### config.mk
export PLATFORM = sky130hd
export DESIGN_NAME = instr_sequencer
export DESIGN_NICKNAME = d
export VERILOG_FILES = /design/src/rtl/instr_sequencer_pkg.sv /design/src/rtl/seq_opcode_decode.sv /design/src/rtl/instr_sequencer.sv
export SDC_FILE = /design/constraint.sdc
export NUM_CORES = 1
export LEC_CHECK = 0
export CAP_MARGIN = 20
export CORE_MARGIN = 2
export CORE_UTILIZATION = 44
export CTS_CLUSTER_SIZE = 25
export DETAILED_ROUTE_END_ITERATION = 7
export GPL_TIMING_DRIVEN = 1
export HOLD_SLACK_MARGIN = 0.05
export MAX_ROUTING_LAYER = met4
export PLACE_DENSITY = 0.85
export SYNTH_ARGS = -nofsm -noshare
export SYNTH_HDL_FRONTEND = slang
export SYNTH_SLANG_ARGS = --single-unit
### constraint.sdc
create_clock -name CLK -period 2.99 [get_ports CLK]
set_input_delay 0.598 -clock CLK [delete_from_list [all_inputs] [get_ports CLK]]
set_output_delay 0.598 -clock CLK [all_outputs]
set_load 0.01 [all_outputs]
### src/rtl/instr_sequencer_pkg.sv
// rtl/instr_sequencer_pkg.sv - shared constants, opcode/class/state enums for the instruction sequencer
package instr_sequencer_pkg;

    localparam int WORD_SIZE    = 19;
    localparam int ADDR_W_DEF   = 12;
    localparam int OPCODE_W_DEF = 4;
    localparam int LSEL_W_DEF   = 3;

    localparam logic [2:0] LOAD_NONE = 3'd0;
    localparam logic [2:0] LOAD_IR   = 3'd1;
    localparam logic [2:0] LOAD_ACC  = 3'd2;

    typedef enum logic [3:0] {
        OP_NOP    = 4'h0,
        OP_LOAD   = 4'h1,
        OP_STORE  = 4'h2,
        OP_ALU_LO = 4'h3,
        OP_ALU_HI = 4'h7,
        OP_JMP    = 4'h8,
        OP_HLT    = 4'hF
    } opcode_t;

    typedef enum logic [2:0] {
        CLS_NOP,
        CLS_LOAD,
        CLS_STORE,
        CLS_ALU,
        CLS_JMP,
        CLS_HLT
    } op_class_t;

    typedef enum logic [3:0] {
        S_IDLE,
        S_FETCH,
        S_LOAD_IR,
        S_DEC_WAIT,
        S_DECODE,
        S_MEM_RD,
        S_WB,
        S_MEM_WR,
        S_ALU_GO,
        S_ALU_WAIT,
        S_JUMP,
        S_HALT,
        S_FAULT
    } seq_state_t;

    // States that wait on an external completion and may time out.
    function automatic logic is_wait_state(seq_state_t s);
        return (s == S_FETCH) || (s == S_MEM_RD) || (s == S_MEM_WR) || (s == S_ALU_WAIT);
    endfunction

endpackage

### src/rtl/seq_opcode_decode.sv
// rtl/seq_opcode_decode.sv - combinational opcode to operation-class decoder
module seq_opcode_decode
    import instr_sequencer_pkg::*;
#(
    parameter int OPCODE_W = 4
) (
    input  logic [OPCODE_W-1:0] opcode_i,
    output op_class_t           op_class_o
);

    always_comb begin
        op_class_o = CLS_NOP;
        if (opcode_i == OPCODE_W'(OP_LOAD)) begin
            op_class_o = CLS_LOAD;
        end else if (opcode_i == OPCODE_W'(OP_STORE)) begin
            op_class_o = CLS_STORE;
        end else if ((opcode_i >= OPCODE_W'(OP_ALU_LO)) && (opcode_i <= OPCODE_W'(OP_ALU_HI))) begin
            op_class_o = CLS_ALU;
        end else if (opcode_i == OPCODE_W'(OP_JMP)) begin
            op_class_o = CLS_JMP;
        end else if (opcode_i == OPCODE_W'(OP_HLT)) begin
            op_class_o = CLS_HLT;
        end
    end

endmodule

### src/rtl/instr_sequencer.sv
// rtl/instr_sequencer.sv - fetch/decode/execute controller for the 19-bit CPU
// Optional wait-state timeout to FAULT enabled by SEQ_TIMEOUT_EN.
module instr_sequencer
    import instr_sequencer_pkg::*;
#(
    parameter int ADDR_W         = ADDR_W_DEF,
    parameter int OPCODE_W       = OPCODE_W_DEF,
    parameter int LSEL_W         = LSEL_W_DEF,
    parameter int TIMEOUT_CYCLES = 64
) (
    input  logic                CLK,
    input  logic                RST,
    input  logic                start,
    input  logic [ADDR_W-1:0]   pc_value,
    output logic                pc_inc,
    output logic                pc_load,
    output logic                mem_req,
    output logic                mem_we,
    output logic [ADDR_W-1:0]   mem_addr,
    input  logic                mem_ack,
    output logic                load_reg,
    output logic [LSEL_W-1:0]   load_select,
    input  logic [OPCODE_W-1:0] ir_opcode,
    input  logic [ADDR_W-1:0]   ir_operand,
    output logic                alu_go,
    input  logic                alu_done,
    output logic                busy,
    output logic                halted,
    output logic                fault
);

    seq_state_t        state_q, state_d;
    op_class_t         op_class;
    logic              ack_taken;
    logic              timeout_hit;

    logic              pc_inc_q, pc_inc_d;
    logic              pc_load_q, pc_load_d;
    logic              mem_req_q, mem_req_d;
    logic              mem_we_q, mem_we_d;
    logic [ADDR_W-1:0] mem_addr_q, mem_addr_d;
    logic              load_reg_q, load_reg_d;
    logic [LSEL_W-1:0] load_select_q, load_select_d;
    logic              alu_go_q, alu_go_d;
    logic              busy_q, busy_d;
    logic              halted_q, halted_d;
    logic              fault_q, fault_d;

    seq_opcode_decode #(.OPCODE_W(OPCODE_W)) u_decode (
        .opcode_i   (ir_opcode),
        .op_class_o (op_class)
    );

    // An ack only completes an access while our request is actually outstanding.
    assign ack_taken = mem_ack && mem_req_q;

`ifdef SEQ_TIMEOUT_EN
    localparam int CNT_W = $clog2(TIMEOUT_CYCLES + 1);
    logic [CNT_W-1:0] cnt_q, cnt_d;

    assign timeout_hit = is_wait_state(state_q) && (cnt_q == CNT_W'(TIMEOUT_CYCLES - 1));

    always_comb begin
        cnt_d = cnt_q;
        if (state_d != state_q) begin
            cnt_d = '0;
        end else if (is_wait_state(state_q)) begin
            cnt_d = cnt_q + CNT_W'(1);
        end
    end

    always_ff @(posedge CLK) begin
        if (RST) begin
            cnt_q <= '0;
        end else begin
            cnt_q <= cnt_d;
        end
    end
`else
    assign timeout_hit = 1'b0;
`endif

    always_ff @(posedge CLK) begin
        if (RST) begin
            state_q <= S_IDLE;
        end else begin
            state_q <= state_d;
        end
    end

    always_comb begin
        state_d = state_q;
        case (state_q)
            S_IDLE:     if (start) state_d = S_FETCH;
            S_FETCH: begin
                if (ack_taken)        state_d = S_LOAD_IR;
                else if (timeout_hit) state_d = S_FAULT;
            end
            S_LOAD_IR:  state_d = S_DEC_WAIT;
            S_DEC_WAIT: state_d = S_DECODE;
            S_DECODE: begin
                case (op_class)
                    CLS_LOAD:  state_d = S_MEM_RD;
                    CLS_STORE: state_d = S_MEM_WR;
                    CLS_ALU:   state_d = S_ALU_GO;
                    CLS_JMP:   state_d = S_JUMP;
                    CLS_HLT:   state_d = S_HALT;
                    default:   state_d = S_FETCH;
                endcase
            end
            S_MEM_RD: begin
                if (ack_taken)        state_d = S_WB;
                else if (timeout_hit) state_d = S_FAULT;
            end
            S_WB:       state_d = S_FETCH;
            S_MEM_WR: begin
                if (ack_taken)        state_d = S_FETCH;
                else if (timeout_hit) state_d = S_FAULT;
            end
            S_ALU_GO:   state_d = S_ALU_WAIT;
            S_ALU_WAIT: begin
                if (alu_done)         state_d = S_FETCH;
                else if (timeout_hit) state_d = S_FAULT;
            end
            S_JUMP:     state_d = S_FETCH;
            S_HALT:     state_d = S_HALT;
            S_FAULT:    state_d = S_FAULT;
            default:    state_d = S_IDLE;
        endcase
    end

    // Outputs are decoded from the next state so they register alongside it.
    always_comb begin
        pc_inc_d      = 1'b0;
        pc_load_d     = 1'b0;
        mem_req_d     = 1'b0;
        mem_we_d      = 1'b0;
        mem_addr_d    = '0;
        load_reg_d    = 1'b0;
        load_select_d = LSEL_W'(LOAD_NONE);
        alu_go_d      = 1'b0;
        halted_d      = 1'b0;
        fault_d       = 1'b0;
        busy_d        = !((state_d == S_IDLE) || (state_d == S_HALT) || (state_d == S_FAULT));
        case (state_d)
            S_FETCH: begin
                // A STORE completing straight into FETCH leaves one idle cycle on the bus.
                mem_req_d  = !ack_taken;
                mem_addr_d = pc_value;
            end
            S_MEM_RD: begin
                mem_req_d  = 1'b1;
                mem_addr_d = ir_operand;
            end
            S_MEM_WR: begin
                mem_req_d  = 1'b1;
                mem_we_d   = 1'b1;
                mem_addr_d = ir_operand;
            end
            S_LOAD_IR: begin
                load_reg_d    = 1'b1;
                load_select_d = LSEL_W'(LOAD_IR);
                pc_inc_d      = 1'b1;
            end
            S_WB: begin
                load_reg_d    = 1'b1;
                load_select_d = LSEL_W'(LOAD_ACC);
            end
            S_ALU_GO: alu_go_d  = 1'b1;
            S_JUMP:   pc_load_d = 1'b1;
            S_HALT:   halted_d  = 1'b1;
            S_FAULT:  fault_d   = 1'b1;
            default: ;
        endcase
    end

    always_ff @(posedge CLK) begin
        if (RST) begin
            pc_inc_q      <= 1'b0;
            pc_load_q     <= 1'b0;
            mem_req_q     <= 1'b0;
            mem_we_q      <= 1'b0;
            mem_addr_q    <= '0;
            load_reg_q    <= 1'b0;
            load_select_q <= '0;
            alu_go_q      <= 1'b0;
            busy_q        <= 1'b0;
            halted_q      <= 1'b0;
            fault_q       <= 1'b0;
        end else begin
            pc_inc_q      <= pc_inc_d;
            pc_load_q     <= pc_load_d;
            mem_req_q     <= mem_req_d;
            mem_we_q      <= mem_we_d;
            mem_addr_q    <= mem_addr_d;
            load_reg_q    <= load_reg_d;
            load_select_q <= load_select_d;
            alu_go_q      <= alu_go_d;
            busy_q        <= busy_d;
            halted_q      <= halted_d;
            fault_q       <= fault_d;
        end
    end

    assign pc_inc      = pc_inc_q;
    assign pc_load     = pc_load_q;
    assign mem_req     = mem_req_q;
    assign mem_we      = mem_we_q;
    assign mem_addr    = mem_addr_q;
    assign load_reg    = load_reg_q;
    assign load_select = load_select_q;
    assign alu_go      = alu_go_q;
    assign busy        = busy_q;
    assign halted      = halted_q;
`ifdef SEQ_TIMEOUT_EN
    assign fault       = fault_q;
`else
    assign fault       = 1'b0;
`endif

endmodule
### Where the registers sit

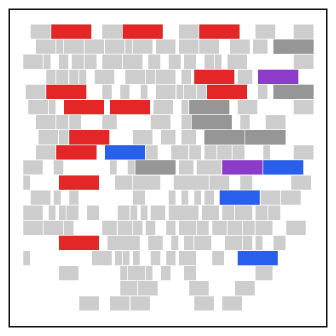
name in the netlist	colour	sequential cells
state_q	blue	4
mem_addr	red	12
load_select	purple	2
not coloured	7

### Wiring by layer

Bar = 20 um.
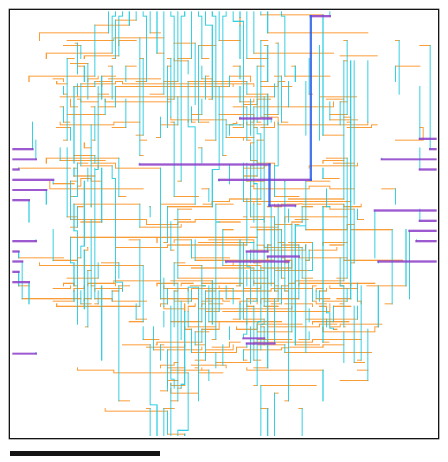
layer	colour	wire length
M1	orange	1,410 um
M2	cyan	1,670 um
M4	blue	27.2 um
M3	purple	125 um

==> results_dict.tcl <==
# collected from the flow reports
set metrics [dict create \
    min_delay_worst_endpoint "mem_req" \
    largest_reg_flops 12 \
    mostFrequentLayoutCells "clkdlybuf4s50_1 (54), dfxtp_1 (25), nand2_1 (17)" \
    rr_endpoint "mem_we" \
    p_per_area_mw_per_mm2 381 \
    cap_violations 0 \
    wl_per_cell_um 14.6 \
    cp_slowest_cell "or2_1" \
    dp_hpwl_um 2420 \
    vias 1231 \
    viasPerCell 5.57 \
    drc 0 \
    setup_violations 0 \
    cts_tree "done" \
    logic_area_um2 627 \
    yosys_cells 142 \
    timing.rr.start "state_q[2]" \
    worst_slack_ns 0.607 \
    postCtsHoldBufs 0 \
    path_class "in -> reg" \
    ff_type "dfxtp_1" \
    reg2regPathDepth 5 \
    holdWs_ns 0.678 \
    ir_worst_vdd_mv 0.375 \
    warning_count 26 \
    cts_setup_buffers 0 \
    worstPathArrival_ns 2.58 \
    status "complete, no violations" \
    mostFrequentLayoutCell "clkdlybuf4s50_1" \
    root_buffer "clkbuf_4" \
    first_pass_iters 4 \
    final_util_pct 65.1 \
    seq_area_um2 500 \
    yosysSeqAreaShare_pct 40.6 \
    layout.nets 224 \
    ff2ff_setup_slack_ns 0.82 \
    grt_start_max_net_pins 17 \
    rsz0062_at_grt "false" \
    yosysWarnings 0 \
    drt-total-wl_um 3230 \
    fin_tns_setup_ns 0 \
    min_path_cells 3 \
    start_kind "input port" \
    grt_pass1_wl_um 5160 \
    finalClockPeriodUsage_pct 79.7 \
    cts_inserted_buffers 3 \
    cp_max_fo 16 \
    htree_levels 1 \
    ys_types 41 \
    num_antenna_cells 0 \
    gp_congestion 0.837 \
    numSynthFlops 25 \
    avgSynthCellArea_um2 8.68 \
]
### Pin map

Pins as bars across the die edge, other pins in grey.
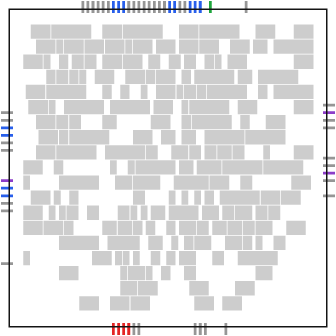
port	colour	pins	direction	edge
ir_opcode	red	4	input	south
mem_we	green	1	output	north
load_select	purple	3	output	2 east, 1 west
mem_addr	blue	12	output	8 north, 4 west
all pins by edge	26 north, 12 west, 10 south, 9 east
Die X-Extent: 56.9 um
Die Span Y: 56.9 um
port bufs: 54

## worst max path at each step
stage                  end  slack (ns)  cells past startpoint
2_1_floorplan      mem_req        1.08                      7
3_3_place_gp        halted        0.38                      6
3_5_place_dp        mem_we        0.29                      6
4_1_cts             mem_we        0.63                      6
5_1_grt        mem_addr[9]        0.46                      6
6_report            mem_we        0.61                      6
## cells by family (layout without fill, tap and decap cells)
kind of cell    after synthesis  count (layout)  share of synthesized area (%)
simple gates                 65              65                           30.4
compound gates               32              32                           18.4
flops                        25              25                           40.6
other cells                   1               2                          0.304
buf+inv                      17              64                           8.83
xor+xnor                      1               1                          0.711
mux                           1               1                          0.812
## stage by stage
stage | instances | instance area (um2)
after global routing | 221 | 1760
final | 221 | 1760
after CTS | 221 | 1760
after global placement | 217 | 1740
after detailed placement | 217 | 1740
after floorplan | 143 | 1240
## area by class of cell
cell class                      instances  share of cell area [%]
Clock buffer                            3                    1.28
Inverter                                4                   0.851
Clock inverter                          1                   0.284
Tap cell                               31                    2.20
Timing Repair Buffer                   56                    31.5
Multi-Input combinational cell        101                    35.5
Sequential cell                        25                    28.4
## cell usage after synthesis, types with 2 or more instances
cell type | n | area (um2)
buf_6 | 3 | 33.8
nor2_1 | 6 | 22.5
nor2b_1 | 4 | 25.0
nor3_1 | 3 | 15.0
nand4_1 | 13 | 81.3
or3_1 | 3 | 18.8
a21boi_0 | 3 | 22.5
and2_1 | 2 | 12.5
inv_1 | 3 | 11.3
buf_2 | 3 | 15.0
nand2b_1 | 2 | 12.5
nand2_1 | 17 | 63.8
nor4b_1 | 3 | 26.3
nand3_1 | 3 | 15.0
clkbuf_1 | 2 | 7.51
nor3b_1 | 3 | 22.5
dfxtp_1 | 25 | 500
a21oi_1 | 15 | 75.1
o21ai_0 | 3 | 15.0
buf_4 | 5 | 37.5
## metal layers
layer,part of all wire (%),GRT usage [%],up-vias
met4,0.84,5.32,0
met2,52,35.3,38
met5,0,-,-
li1,-,-,605
met3,3.9,3.46,4
met1,44,24.8,584
## power by group
group,switching [mW],internal (mW)
Sequential,0.0126,0.353
Combinational,0.0669,0.0930
Clock,0.0960,0.0500
Total,0.176,0.496
## critical path, delay by kind of cell
kind	cells	cell delay, ns
AND/OR/NAND/NOR	4	1.24
buffers and inverters	1	0.50
AND-OR/OR-AND	1	0.23
No activity file was given, so power comes from the tool's default toggle rates.
